--- src/rtl/s2mm_pkg.sv ---
// Shared types and constants for the S2MM capture controller.
// Holds the controller state encoding and the all-ones stream keep value.
package s2mm_pkg;

    typedef enum logic [2:0] {
        ST_IDLE,
        ST_ARM,
        ST_RUN,
        ST_FLUSH,
        ST_DONE
    } state_e;

    localparam int KEEP_MAX_W = 64;
    localparam logic [KEEP_MAX_W-1:0] TKEEP_ONES = '1;

endpackage

--- src/rtl/s2mm_out_reg.sv ---
// Single-entry AXI-Stream output register with the tvalid/tready handshake.
// Decides per requested sample whether it loads into the register or is dropped.
module s2mm_out_reg
    import s2mm_pkg::*;
#(
    parameter int DATA_W = 32
) (
    input  logic              clk,
    input  logic              rst,
    input  logic              sample_req_i,
    input  logic [DATA_W-1:0] din_i,
    input  logic              last_i,
    input  logic              tready_i,
    output logic [DATA_W-1:0] tdata_o,
    output logic [DATA_W/8-1:0] tkeep_o,
    output logic              tvalid_o,
    output logic              tlast_o,
    output logic              load_o,
    output logic              drop_o,
    output logic              accept_o
);

    logic [DATA_W-1:0] tdata_q;
    logic              tvalid_q;
    logic              tlast_q;

    assign accept_o = tvalid_q & tready_i;
    assign load_o   = sample_req_i & (~tvalid_q | tready_i);
    assign drop_o   = sample_req_i & tvalid_q & ~tready_i;

    // NOTE: non-blocking assignments keep every register updating from pre-edge values.
    always_ff @(posedge clk) begin
        if (rst) begin
            tdata_q  <= '0;
            tvalid_q <= 1'b0;
            tlast_q  <= 1'b0;
        end else if (load_o) begin
            tdata_q  <= din_i;
            tlast_q  <= last_i;
            tvalid_q <= 1'b1;
        end else if (accept_o) begin
            tvalid_q <= 1'b0;
            tlast_q  <= 1'b0;
        end
    end

    assign tdata_o  = tdata_q;
    assign tvalid_o = tvalid_q;
    assign tlast_o  = tlast_q;
    assign tkeep_o  = TKEEP_ONES[DATA_W/8-1:0];

endmodule

--- src/rtl/s2mm_frame_ctrl.sv ---
// Frame capture controller feeding an S2MM stream sink (IDLE/ARM/RUN/FLUSH/DONE).
// Define S2MM_DROP_CNT_EN to build the saturating dropped-sample counter.
module s2mm_frame_ctrl
    import s2mm_pkg::*;
#(
    parameter int DATA_W = 32,
    parameter int LEN_W  = 16
) (
    input  logic                clk,
    input  logic                rst,
    input  logic                cfg_start,
    input  logic                cfg_abort,
    input  logic [LEN_W-1:0]    cfg_frame_len,
    input  logic [LEN_W-1:0]    cfg_frame_num,
    input  logic                trig,
    input  logic [DATA_W-1:0]   din,
    input  logic                din_valid,
    output logic [DATA_W-1:0]   m_axis_tdata,
    output logic [DATA_W/8-1:0] m_axis_tkeep,
    output logic                m_axis_tvalid,
    output logic                m_axis_tlast,
    input  logic                m_axis_tready,
    output logic                busy,
    output logic                done,
    output logic                aborted,
    output logic [LEN_W-1:0]    frames_done,
    output logic [LEN_W-1:0]    drop_cnt
);

    state_e           state_q;
    logic [LEN_W-1:0] frame_len_q;
    logic [LEN_W-1:0] frame_num_q;
    logic [LEN_W-1:0] beat_idx_q;
    logic [LEN_W-1:0] beat_idx_d;
    logic [LEN_W-1:0] frames_done_q;
    logic             busy_q;
    logic             done_q;
    logic             aborted_q;

    logic start_acc;
    logic last_beat;
    logic final_accept;
    logic sample_req;
    logic load;
    logic drop;
    logic accept;

    assign start_acc    = (state_q == ST_IDLE) && cfg_start;
    assign last_beat    = (beat_idx_q == frame_len_q - LEN_W'(1));
    assign beat_idx_d   = last_beat ? '0 : beat_idx_q + LEN_W'(1);
    // Completion outranks a same-cycle abort and suppresses any further sample.
    assign final_accept = (state_q == ST_RUN) && accept && m_axis_tlast &&
                          (frame_num_q != '0) &&
                          (frames_done_q + LEN_W'(1) == frame_num_q);
    assign sample_req   = (state_q == ST_RUN) && din_valid && !cfg_abort && !final_accept;

    s2mm_out_reg #(
        .DATA_W (DATA_W)
    ) u_out_reg (
        .clk          (clk),
        .rst          (rst),
        .sample_req_i (sample_req),
        .din_i        (din),
        .last_i       (last_beat),
        .tready_i     (m_axis_tready),
        .tdata_o      (m_axis_tdata),
        .tkeep_o      (m_axis_tkeep),
        .tvalid_o     (m_axis_tvalid),
        .tlast_o      (m_axis_tlast),
        .load_o       (load),
        .drop_o       (drop),
        .accept_o     (accept)
    );

    always_ff @(posedge clk) begin
        if (rst) begin
            state_q     <= ST_IDLE;
            frame_len_q <= LEN_W'(1);
            frame_num_q <= '0;
            busy_q      <= 1'b0;
            done_q      <= 1'b0;
            aborted_q   <= 1'b0;
        end else begin
            done_q <= 1'b0;
            unique case (state_q)
                ST_IDLE: begin
                    if (cfg_start) begin
                        frame_len_q <= (cfg_frame_len == '0) ? LEN_W'(1) : cfg_frame_len;
                        frame_num_q <= cfg_frame_num;
                        aborted_q   <= 1'b0;
                        busy_q      <= 1'b1;
                        state_q     <= ST_ARM;
                    end
                end
                ST_ARM: begin
                    if (cfg_abort) begin
                        aborted_q <= 1'b1;
                        busy_q    <= 1'b0;
                        state_q   <= ST_IDLE;
                    end else if (trig) begin
                        state_q <= ST_RUN;
                    end
                end
                ST_RUN: begin
                    if (final_accept) begin
                        done_q  <= 1'b1;
                        busy_q  <= 1'b0;
                        state_q <= ST_DONE;
                    end else if (cfg_abort) begin
                        aborted_q <= 1'b1;
                        state_q   <= ST_FLUSH;
                    end
                end
                ST_FLUSH: begin
                    if (!m_axis_tvalid || accept) begin
                        busy_q  <= 1'b0;
                        state_q <= ST_IDLE;
                    end
                end
                ST_DONE: begin
                    state_q <= ST_IDLE;
                end
                default: begin
                    busy_q  <= 1'b0;
                    state_q <= ST_IDLE;
                end
            endcase
        end
    end

    always_ff @(posedge clk) begin
        if (rst || start_acc) begin
            beat_idx_q    <= '0;
            frames_done_q <= '0;
        end else begin
            if (load) begin
                beat_idx_q <= beat_idx_d;
            end
            if (accept && m_axis_tlast) begin
                frames_done_q <= frames_done_q + LEN_W'(1);
            end
        end
    end

`ifdef S2MM_DROP_CNT_EN
    logic [LEN_W-1:0] drop_cnt_q;

    always_ff @(posedge clk) begin
        if (rst || start_acc) begin
            drop_cnt_q <= '0;
        end else if (drop && (drop_cnt_q != '1)) begin
            drop_cnt_q <= drop_cnt_q + LEN_W'(1);
        end
    end

    assign drop_cnt = drop_cnt_q;
`else
    logic unused_drop;
    assign unused_drop = drop;
    assign drop_cnt    = '0;
`endif

    assign busy        = busy_q;
    assign done        = done_q;
    assign aborted     = aborted_q;
    assign frames_done = frames_done_q;

endmodule

--- config.mk ---
export PLATFORM = sky130hd
export DESIGN_NAME = s2mm_frame_ctrl
export DESIGN_NICKNAME = d
export VERILOG_FILES = /design/src/rtl/s2mm_pkg.sv /design/src/rtl/s2mm_out_reg.sv /design/src/rtl/s2mm_frame_ctrl.sv
export SDC_FILE = /design/constraint.sdc
export NUM_CORES = 1
export LEC_CHECK = 0
export CORE_ASPECT_RATIO = 1.2
export CORE_UTILIZATION = 49
export DETAILED_ROUTE_END_ITERATION = 6
export GPL_ROUTABILITY_DRIVEN = 0
export GPL_TIMING_DRIVEN = 0
export PLACE_DENSITY = 0.81
export SLEW_MARGIN = 20
export SYNTH_ARGS = -nofsm -noshare
export SYNTH_HDL_FRONTEND = slang
export SYNTH_SLANG_ARGS = --single-unit
--- constraint.sdc ---
create_clock -name clk -period 3.8 [get_ports clk]
set_clock_uncertainty 0.2 [all_clocks]
set_input_delay 0.38 -clock clk [delete_from_list [all_inputs] [get_ports clk]]
set_output_delay 0.38 -clock clk [all_outputs]
set_load 0.05 [all_outputs]
Run 1, clock distribution:
(4 px per um)
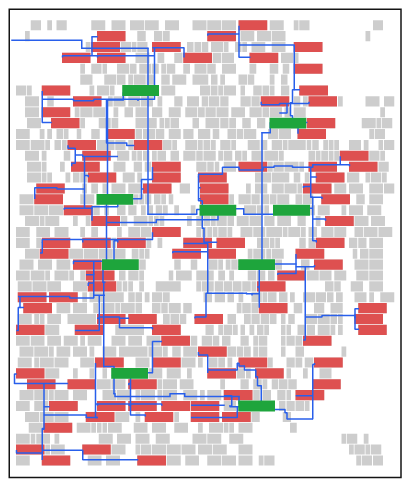
Key: green = clock-net drivers [count 9]; red = flip-flops [count 104]; blue = clock wires [length 1180 um]
There are 10 routed clock nets. Position of the flops: widely spread.

Run 1, routing congestion map:
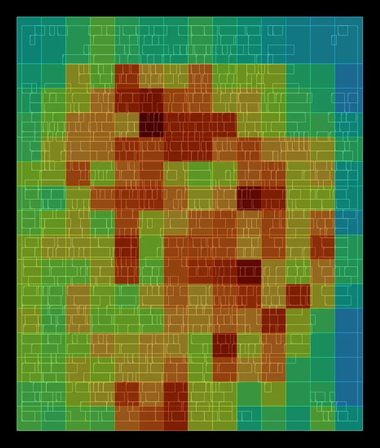
Total GRT Usage: 25.3%
drt wl/cell: 15.6 um
global routing usage on met3: 6.16%

Run 1, the metal 4 layer:
(3 px per um)
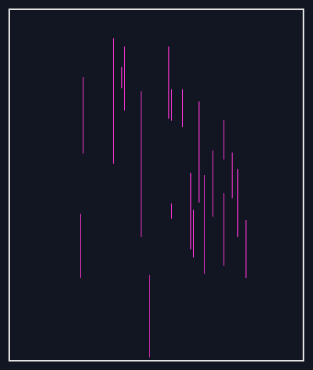
The wires run mostly vertical. The longest straight run is 48.3 um. 18 nets have wire on it.

==> impl_metrics.toml, run 1 <==
# generated from flow reports
[final_timing]
setup_viol = 0
hold_violations = 0
worst_pin_slew_ns = 0.966
fmax_mhz = 290
finalCriticalPeriod_ns = 3.44
post-route-worst-setup-slack_ns = 0.357
finalSetupTns_ns = 0
final_max_slew_viol_count = 0
rsz0062_at_grt = "false"
hold-worst-slack_ns = 0.295
min_period_over_period_pct = 90.6

[cts]
tritoncts.num_buffers = 9
clk_latency_ns = 0.35
cts_tree = "done"
clk_pin_slew_ns = 0.07
clock_sinks = 104
post_cts_resized = 0
postCtsHoldBufs = 0
h-tree-depth = 3
postCtsSetupBuffers = 0
cts_buffer_depth = 2
clockRootBuffer = "clkbuf_16"

[floorplanning]
fp_util_pct = 50.8
taps = 129
dieHeight_um = 117
ios = 144
die-area_sq_um = 11400
die_w_um = 97.6
row_count = 41
fp.coreArea_sq_um = 10600

[drt]
drc_errors = 0
vias = 5325
route.met3.wl_um = 1240
drt_iter0_drc = 357
wl_um = 14500
top_layer = "met4"
routed_via_density = 5.73
route.met2.wl_um = 7020
postRouteAntennaNets = 0
dr.pass1.iters = 6
drt-met1-wl_um = 5800

[synth]
ys.flops = 104
async_flop_share_pct = 0
synth-xor-area-share_pct = 7.83
edf_count = 0
synth.distinct_cells = 58
synth_warnings = 0
avgSynthCellArea_sq_um = 8.33
synth_top_area_share_pct = 38.8
top_cells_by_area = "dfxtp_1 39%, nand2_1 6.3%, mux2i_1 6.1%"
synth_top_flop_cell = "dfxtp_1"
logic_family = "simple AND/OR/NAND/NOR gates"
mux_share_pct = 6.15
netlist_instances = 645
synthAoiAreaFrac_pct = 13.3
ys_seq_share_pct = 38.8
synthesis.area_sq_um = 5370
most_common_cell = "dfxtp_1"
synth.cellmix.simpleShare_pct = 25.3
adder_share_pct = 0.699
yosys-top-cells-count = "104 x dfxtp_1, 90 x nand2_1, 58 x nor2_1"
yosys.area.top_type = "dfxtp_1"

[worst_setup_path]
cp-end-kind = "register"
max_stage_delay_ns = 0.83
crit_type = "reg2reg"
start_kind = "register"
worstPathRequired_ns = 3.81
crit_path_max_fanout = 10
critical_path.top_delay_family = "buffers and inverters"
rr_worst_depth = 7
worstPathCellList = "clkbuf_1, nor4b_1, or2_2, clkbuf_1, clkbuf_1, buf_1, nor2_1"
slowest_stage = "nor4b_1"
endpoint = "frames_done[9]"
path_buffers = 4
path_common_cell = "clkbuf_1"
cp-startpoint = "state_q[1]"
r2r_start = "state_q[1]"
path_depth = 7
arrival_ns = 3.46
r2r-end = "frames_done[9]"
r2r_slack_ns = 0.36

[final_layout]
ff_count = 104
final_nets = 870
num-clock-buffers = 10
antennaDiodeCount = 0
nonClkBufAreaFrac_pct = 22.7
dominant_cells = "multi-input combinational cells"
mostFrequentLayoutCells = "122 x clkdlybuf4s50_1, 104 x dfxtp_1, 90 x nand2_1"
final_common_cell = "clkdlybuf4s50_1"
seqCellArea_sq_um = 2080
n_all_inverters = 8
num-nonclk-buffers = 184
seq_area_share_pct = 29.3
post-route-cell-area_sq_um = 7110
largest_reg_flops = 32
utilization_pct = 67.3
clock_area_share_pct = 4.06
final_cell_count_no_fill = 930
mi_logic_area_sq_um = 2940
drive_above_1_share_pct = 7.12
fill_cells = 868

[power_and_ir_drop]
pg_comb_mw = 0.384
p_sw_mw = 0.674
power_mw = 2.43
pwr-share-clk_pct = 37.0
p_seq_share_pct = 47.2
p_seq_mw = 1.15
powerClk_mw = 0.900
p_sw_share_pct = 27.7
power_leader = "sequential cells"
p_int_mw = 1.76
p_per_area_nw_per_um2 = 342
ir_worst_vdd_mv = 0.232
power.leakage_nw = 2.75

[placement]
placedCellCount = 914
io_buffers = 122
post-dp-hpwl_um = 11100
place_area_sq_um = 6820
place_ws_ns = 0.0354

[worst_hold_path]
whs_endpoint = "aborted"
worstHoldStart = "aborted"
hold_path_class = "reg2reg"
hold_depth = 2

[run]
warnings = 26
drv_cap = 0

[global_route]
grt_max_degree = 19
top_usage_layer = "met2"
overflow = 0
grt_pass1_vias = 5065
gr-usage-met1_pct = 29.8
antenna_found_initial = 0
grt_pass1_wl_um = 23400
use_met2_pct = 43.1

[outcome]
status = "completed"
==> run 2: changes to the inputs <==
==> constraint.sdc (replaced) <==
create_clock -name clk -period 3.8 [get_ports clk]
set_clock_uncertainty 0.2 [all_clocks]
set_input_delay 1.14 -clock clk [delete_from_list [all_inputs] [get_ports clk]]
set_output_delay 1.14 -clock clk [all_outputs]
set_load 0.05 [all_outputs]
Run 2, local utilization:
(2 px per um) 10 x 12 tiles, from white (low) to dark blue (high), 0 to 100% covered.
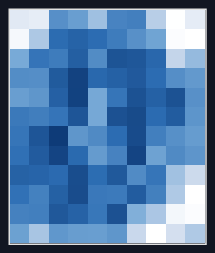
The mean over all tiles is 61%. The fullest tile reaches 96%. 36% of the tiles are over 75% full.

==> impl_metrics.toml, run 2 <==
# generated from flow reports
[power_and_ir_drop]
power_leader = "sequential cells"
powerClk_mw = 0.907
p_int_mw = 1.76
p_sw_mw = 0.682
pwr-share-clk_pct = 37.1
power_mw = 2.44
p_sw_share_pct = 27.9
p_per_area_nw_per_um2 = 342
p_seq_share_pct = 47.1
power.leakage_nw = 2.76
p_seq_mw = 1.15
pg_comb_mw = 0.385
ir_worst_vdd_mv = 0.236

[worst_setup_path]
path_buffers = 4
rr_worst_depth = 12
worstPathCellList = "clkdlybuf4s50_1, nand3_2, nor4_2, nand4_1, or4_1, buf_4, nand3_4, buf_12, buf_12, mux2i_1, nor2_1"
path_depth = 11
crit_path_max_fanout = 10
r2r_slack_ns = 0.35
critical_path.top_delay_family = "simple AND/OR/NAND/NOR gates"
max_stage_delay_ns = 0.54
cp-startpoint = "m_axis_tready"
slowest_stage = "clkdlybuf4s50_1"
worstPathRequired_ns = 3.84
r2r_start = "frames_done[0]"
start_kind = "primary input"
path_common_cell = "buf_12"
cp-end-kind = "register"
crit_type = "in2reg"
arrival_ns = 3.69
r2r-end = "u_out_reg.tdata_o[10]"
endpoint = "u_out_reg.tdata_o[10]"

[placement]
place_ws_ns = -0.725
placedCellCount = 914
io_buffers = 122
post-dp-hpwl_um = 11100
place_area_sq_um = 6820

[final_layout]
n_all_inverters = 8
final_cell_count_no_fill = 930
nonClkBufAreaFrac_pct = 22.7
fill_cells = 862
utilization_pct = 67.5
num-nonclk-buffers = 184
mostFrequentLayoutCells = "122 x clkdlybuf4s50_1, 104 x dfxtp_1, 90 x nand2_1"
num-clock-buffers = 10
final_nets = 870
antennaDiodeCount = 0
dominant_cells = "multi-input combinational cells"
seqCellArea_sq_um = 2080
seq_area_share_pct = 29.2
largest_reg_flops = 32
post-route-cell-area_sq_um = 7130
clock_area_share_pct = 4.05
ff_count = 104
drive_above_1_share_pct = 7.74
final_common_cell = "clkdlybuf4s50_1"

[global_route]
overflow = 0
met3_usage_pct = 5.75
grt_pass1_wl_um = 23400
antenna_found_initial = 0
grt_pass1_vias = 5063
grt_max_degree = 19
use_met2_pct = 43.1
gr-usage-met1_pct = 29.9
grt_usage_pct = 25.3

[cts]
cts_buffer_depth = 2
postCtsSetupBuffers = 0
clk_latency_ns = 0.36
postCtsHoldBufs = 0
tritoncts.num_buffers = 9
clock_sinks = 104
clk_pin_slew_ns = 0.07
post_cts_resized = 2
cts_tree = "done"
h-tree-depth = 3

[worst_hold_path]
whs_endpoint = "aborted"
hold_path_class = "reg2reg"
worstHoldStart = "aborted"
hold_depth = 2

[synth]
synth_warnings = 0
adder_share_pct = 0.699
synth_top_area_share_pct = 38.8
synth.distinct_cells = 58
synthesis.area_sq_um = 5370
synth-xor-area-share_pct = 7.83
top_cells_by_area = "dfxtp_1 39%, nand2_1 6.3%, mux2i_1 6.1%"
logic_family = "simple AND/OR/NAND/NOR gates"
synth_top_flop_cell = "dfxtp_1"
ys_cells = 645
mux_share_pct = 6.15
netlist_instances = 645
ys_seq_share_pct = 38.8
synthAoiAreaFrac_pct = 13.3
async_flop_share_pct = 0
avgSynthCellArea_sq_um = 8.33
yosys-top-cells-count = "104 x dfxtp_1, 90 x nand2_1, 58 x nor2_1"
most_common_cell = "dfxtp_1"
synth.cellmix.simpleShare_pct = 25.3
edf_count = 0
ys.flops = 104

[final_timing]
min_period_over_period_pct = 96.2
finalSetupTns_ns = 0
finalCriticalPeriod_ns = 3.66
post-route-worst-setup-slack_ns = 0.143
hold-worst-slack_ns = 0.294
rsz0062_at_grt = "false"
final_max_slew_viol_count = 0
setup_viol = 0
hold_violations = 0
fmax_mhz = 273
worst_pin_slew_ns = 0.542

[floorplanning]
row_count = 41
ios = 144
fp.coreArea_sq_um = 10600
dieHeight_um = 117
fp_util_pct = 50.8
die-area_sq_um = 11400
taps = 129
die_w_um = 97.6

[drt]
drc_errors = 0
postRouteAntennaNets = 0
post_drt_wl_per_cell_um = 15.6
vias = 5330
route.met2.wl_um = 7030
routed_via_density = 5.73
route.met3.wl_um = 1190
top_layer = "met4"
drt-met1-wl_um = 5840
dr.pass1.iters = 7
wl_um = 14500
drt_iter0_drc = 345

[run]
drv_cap = 0
warnings = 26

[outcome]
status = "completed"
Run 2, floorplan with the power grid:
(4 px per um) Pins as bars on the die edge.
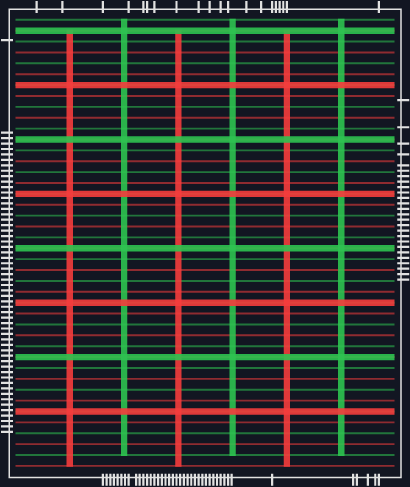
Key: green = VDD; red = VSS
The core has 41 rows. 42 met1 rails follow the rows.

Power and IR drop assume default switching activity.
